## config.mk

```make
export PLATFORM = sky130hd
export DESIGN_NAME = crc16_framer
export DESIGN_NICKNAME = d
export VERILOG_FILES = /design/src/rtl/crc16_framer.sv
export SDC_FILE = /design/constraint.sdc
export NUM_CORES = 1
export LEC_CHECK = 0
export ABC_CLOCK_PERIOD_IN_PS = 2600
export CAP_MARGIN = 10
export CORE_MARGIN = 5
export CORE_UTILIZATION = 52
export DETAILED_ROUTE_END_ITERATION = 8
export HOLD_SLACK_MARGIN = 0.12
export PLACE_DENSITY = 0.77
export SLEW_MARGIN = 15
export SYNTH_ARGS = -nofsm -noshare
export SYNTH_HDL_FRONTEND = slang
export SYNTH_SLANG_ARGS = --single-unit
```

## constraint.sdc

```tcl
create_clock -name clk -period 2.6 [get_ports clk]
set_clock_uncertainty 0.2 [all_clocks]
set_input_delay 0.39 -clock clk [delete_from_list [all_inputs] [get_ports clk]]
set_output_delay 0.39 -clock clk [all_outputs]
set_load 0.01 [all_outputs]
```

## src/rtl/crc16_framer.sv

```systemverilog
// Transmit frame builder: forwards payload bytes through a one-deep output register
// and appends the CRC-16/CCITT-FALSE of each frame as two trailing bytes, MSB first.
module crc16_framer #(
  parameter logic [15:0] POLY = 16'h1021,
  parameter logic [15:0] INIT = 16'hFFFF
) (
  input  logic        clk,
  input  logic        rst,
  input  logic [7:0]  data_in,
  input  logic        in_valid,
  input  logic        in_last,
  output logic        in_ready,
  output logic [7:0]  data_out,
  output logic        out_valid,
  output logic        out_last,
  input  logic        out_ready,
  output logic [15:0] crc_out,
  output logic [15:0] frame_cnt
);

  typedef enum logic [1:0] {
    PAYLOAD = 2'd0,
    CRC_HI  = 2'd1,
    CRC_LO  = 2'd2
  } state_t;

  state_t      state;
  logic [15:0] crc;
  logic        load;

  // Bit-serial CRC update over one byte, MSB first, no reflection.
  function automatic logic [15:0] crc8(input logic [15:0] c, input logic [7:0] d);
    logic [15:0] r;
    r = c;
    for (int i = 7; i >= 0; i--) begin
      if (r[15] ^ d[i]) r = {r[14:0], 1'b0} ^ POLY;
      else              r = {r[14:0], 1'b0};
    end
    return r;
  endfunction

  // The output register can take a new byte when empty or draining this cycle.
  assign load     = !out_valid || out_ready;
  assign in_ready = (state == PAYLOAD) && load;

  always_ff @(posedge clk or posedge rst) begin
    if (rst) begin
      state     <= PAYLOAD;
      crc       <= INIT;
      data_out  <= 8'h00;
      out_valid <= 1'b0;
      out_last  <= 1'b0;
      crc_out   <= 16'h0000;
      frame_cnt <= 16'h0000;
    end else if (load) begin
      case (state)
        PAYLOAD: begin
          if (in_valid) begin
            data_out  <= data_in;
            out_last  <= 1'b0;
            out_valid <= 1'b1;
            crc       <= crc8(crc, data_in);
            if (in_last) state <= CRC_HI;
          end else begin
            out_valid <= 1'b0;
          end
        end
        CRC_HI: begin
          data_out  <= crc[15:8];
          out_last  <= 1'b0;
          out_valid <= 1'b1;
          state     <= CRC_LO;
        end
        CRC_LO: begin
          data_out  <= crc[7:0];
          out_last  <= 1'b1;
          out_valid <= 1'b1;
          crc_out   <= crc;
          frame_cnt <= frame_cnt + 16'd1;
          crc       <= INIT;
          state     <= PAYLOAD;
        end
        default: begin
          out_valid <= 1'b0;
          state     <= PAYLOAD;
        end
      endcase
    end
  end

endmodule

```

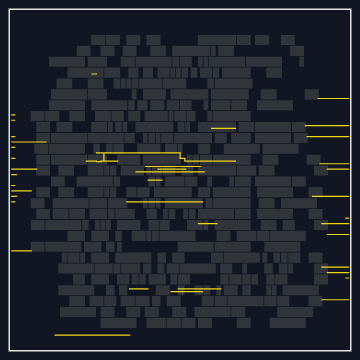
Fig. 1. Signal wires on met3.
Scale: 4 px per micron.
- main direction: horizontal
- longest straight run: 20.9 microns
- share of all routed wire: 4.9%
- wire length on this layer: 274 microns
final wirelength: 5630 microns
GRT met3 Usage: 0.0388

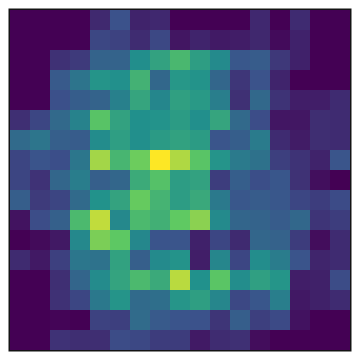
Fig. 2. Signal metal coverage by tile.
Scale: 4 px per micron. The die is cut into 17 by 17 equal tiles; dark purple is low, yellow is high, scaled to the fullest tile. Values are wire area over tile area, all layers added.
- fullest tile: 0.44
- densest ninth of the die: middle
- tiles over half the peak: 19%
- mean over tiles: 0.12
- nearly empty tiles: 16%

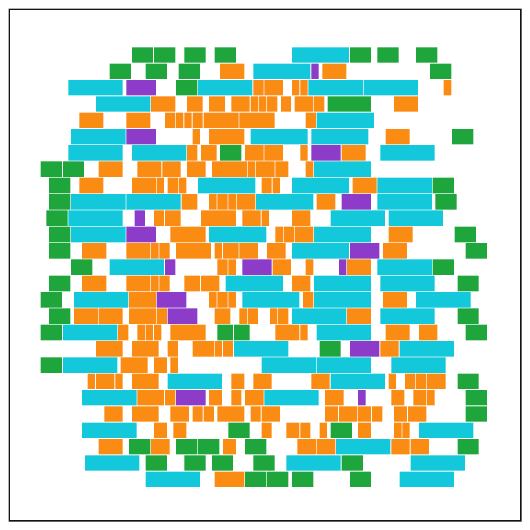
Fig. 3. Cells colored by class.
Scale: 6 px per micron.
- cyan: flops (cells 60; share of their area 42%)
- orange: all other logic (cells 178; share of their area 37%)
- purple: clock drivers and dummy loads (cells 16; share of their area 4.8%)
- green: other buffers and delay cells (cells 58; share of their area 16%)
Finished Cell Area: 0.00372 sq mm
Cell Rows: 27

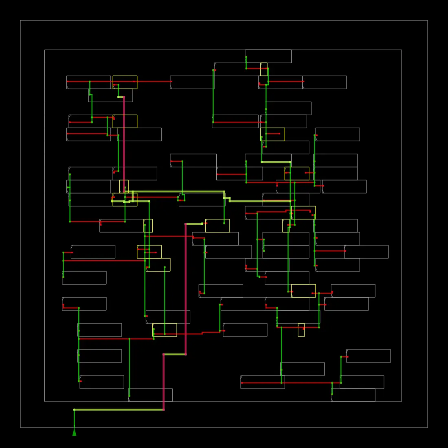
Fig. 4. Clock wiring as the flow saved it.
FFs & Latches: 60
Clock Latency Late Sink: 0.32 ns

power breakdown:
part | switching, W | leakage [nW] | internal, W
combinational | 0.00105 | 0.782 | 0.00126
sequential | 0.000340 | 0.705 | 0.00141
clock | 0.000330 | 0.0905 | 0.000396
total | 0.00173 | 1.58 | 0.00307
final cells by class:
cell class,instances,area share
multi-input cells,172,0.358
flip-flops and latches,60,0.409
clock inverters,2,0.00269
repair buffers,58,0.157
inverters,6,0.00605
clock buffers,14,0.0437
well taps,72,0.0242
state kept, by name (all words and copies together) (netlist names):
signal / count
crc_out: 16
frame_cnt: 16
out_valid: 1
out_last: 1
data_out: 8
state: 2
crc: 16
critical path: stages, from the launching register on:
cell	delay [ns]
dfrtp_1	0.43
inv_1	0.15
ha_1	0.28
and2_1	0.15
clkdlybuf4s50_1	0.53
==> flow_summary.json <==
{
  "ant_nets": 0,
  "cp-start-kind": "register",
  "cts_root_buffer": "clkbuf_8",
  "chip_area_sq_mm": 0.00723,
  "ios": 56,
  "status": "completed",
  "adder_share": 0.0342,
  "relSlewSlack": 0.680,
  "antenna_found_initial": 0,
  "power_w": 0.00479,
  "initial_core_util": 0.535,
  "ys_cells": 248,
  "htreeDepth": 3,
  "dp_hpwl_microns": 4150,
  "critical_path.startpoint": "state[0]$_DFFE_PP0P_",
  "synth_area_sq_mm": 0.00293,
  "drt-wirelength-per-cell_microns": 14.7,
  "drive_above_1_share": 0.237,
  "grt_overflow_total": 0,
  "critPathCaptureType": "primary output",
  "die_y_microns": 85.0,
  "tns_ns": 0,
  "ys_chip_area_sq_mm": 0.00293,
  "ys_sh_aoi": 0.0757,
  "peakVddDrop_uv": 767,
  "dr.pass1.iters": 4,
  "period_needed_ns": 2.46,
  "worstPathArrival_ns": 1.87,
  "placed_cells": 368,
  "rrSetupSlack_ns": 0.51,
  "setup_ws_ns": 0.144,
  "ys.flop_type": "dfrtp_1",
  "clk_pin_slew_ns": 0.07,
  "reg2reg_from": "state[0]$_DFFE_PP0P_",
  "gp_congestion": 0.803,
  "final_cell_mix": "55 x clkdlybuf4s50_1, 44 x dfrtp_1, 30 x nor2_1",
  "finalHoldViolCount": 0,
  "clock_sinks": 60,
  "seq_area_frac_synth": 0.520,
  "grt_pass1_vias": 2023,
  "synth_cells": 248,
  "required_ns": 2.01,
  "rr_worst_depth": 6,
  "warnings": 32,
  "comb_area_sq_mm": 0.00133,
  "drt_iter0_markers": 160,
  "top_area_frac": 0.376,
  "topCellsByArea": "dfrtp_1 38%, dfstp_2 14%, mux2_2 10%, xnor2_1 5.4%, xnor2_2 4.4%",
  "dr_wl_met2_microns": 2640,
  "dpl_cell_area_sq_mm": 0.00355,
  "ys_types": 33,
  "wl_met1_microns": 2660,
  "areaGrowthSynthToFinish_pct": 27.2,
  "whs_ns": 0.178,
  "top_logic_kind": "XOR/XNOR gates",
  "edf_count": 0,
  "max-cap-violations": 0,
  "final_max_slew_viol_count": 0,
  "cts_setup_buffers": 0,
  "rsz0062_at_grt": "false",
  "powerDensity_mw_per_mm2": 1290,
  "tightest_slew_ns": 0.478,
  "floorplan.nets": 269,
  "top_usage_layer": "met2",
  "ys_warn_count": 0,
  "critPathMaxFanout": 5,
  "cts_hold_buffers": 0,
  "cts_resized": 0,
  "worstReg2RegEnd": "data_out[5]$_DFFE_PP0P_",
  "common_cells": "44 x dfrtp_1, 30 x nor2_1, 27 x mux2_2",
  "async_reset_ff_frac": 1.00,
  "finalNonFillerCells": 384
}
Power and IR drop assume default switching activity.
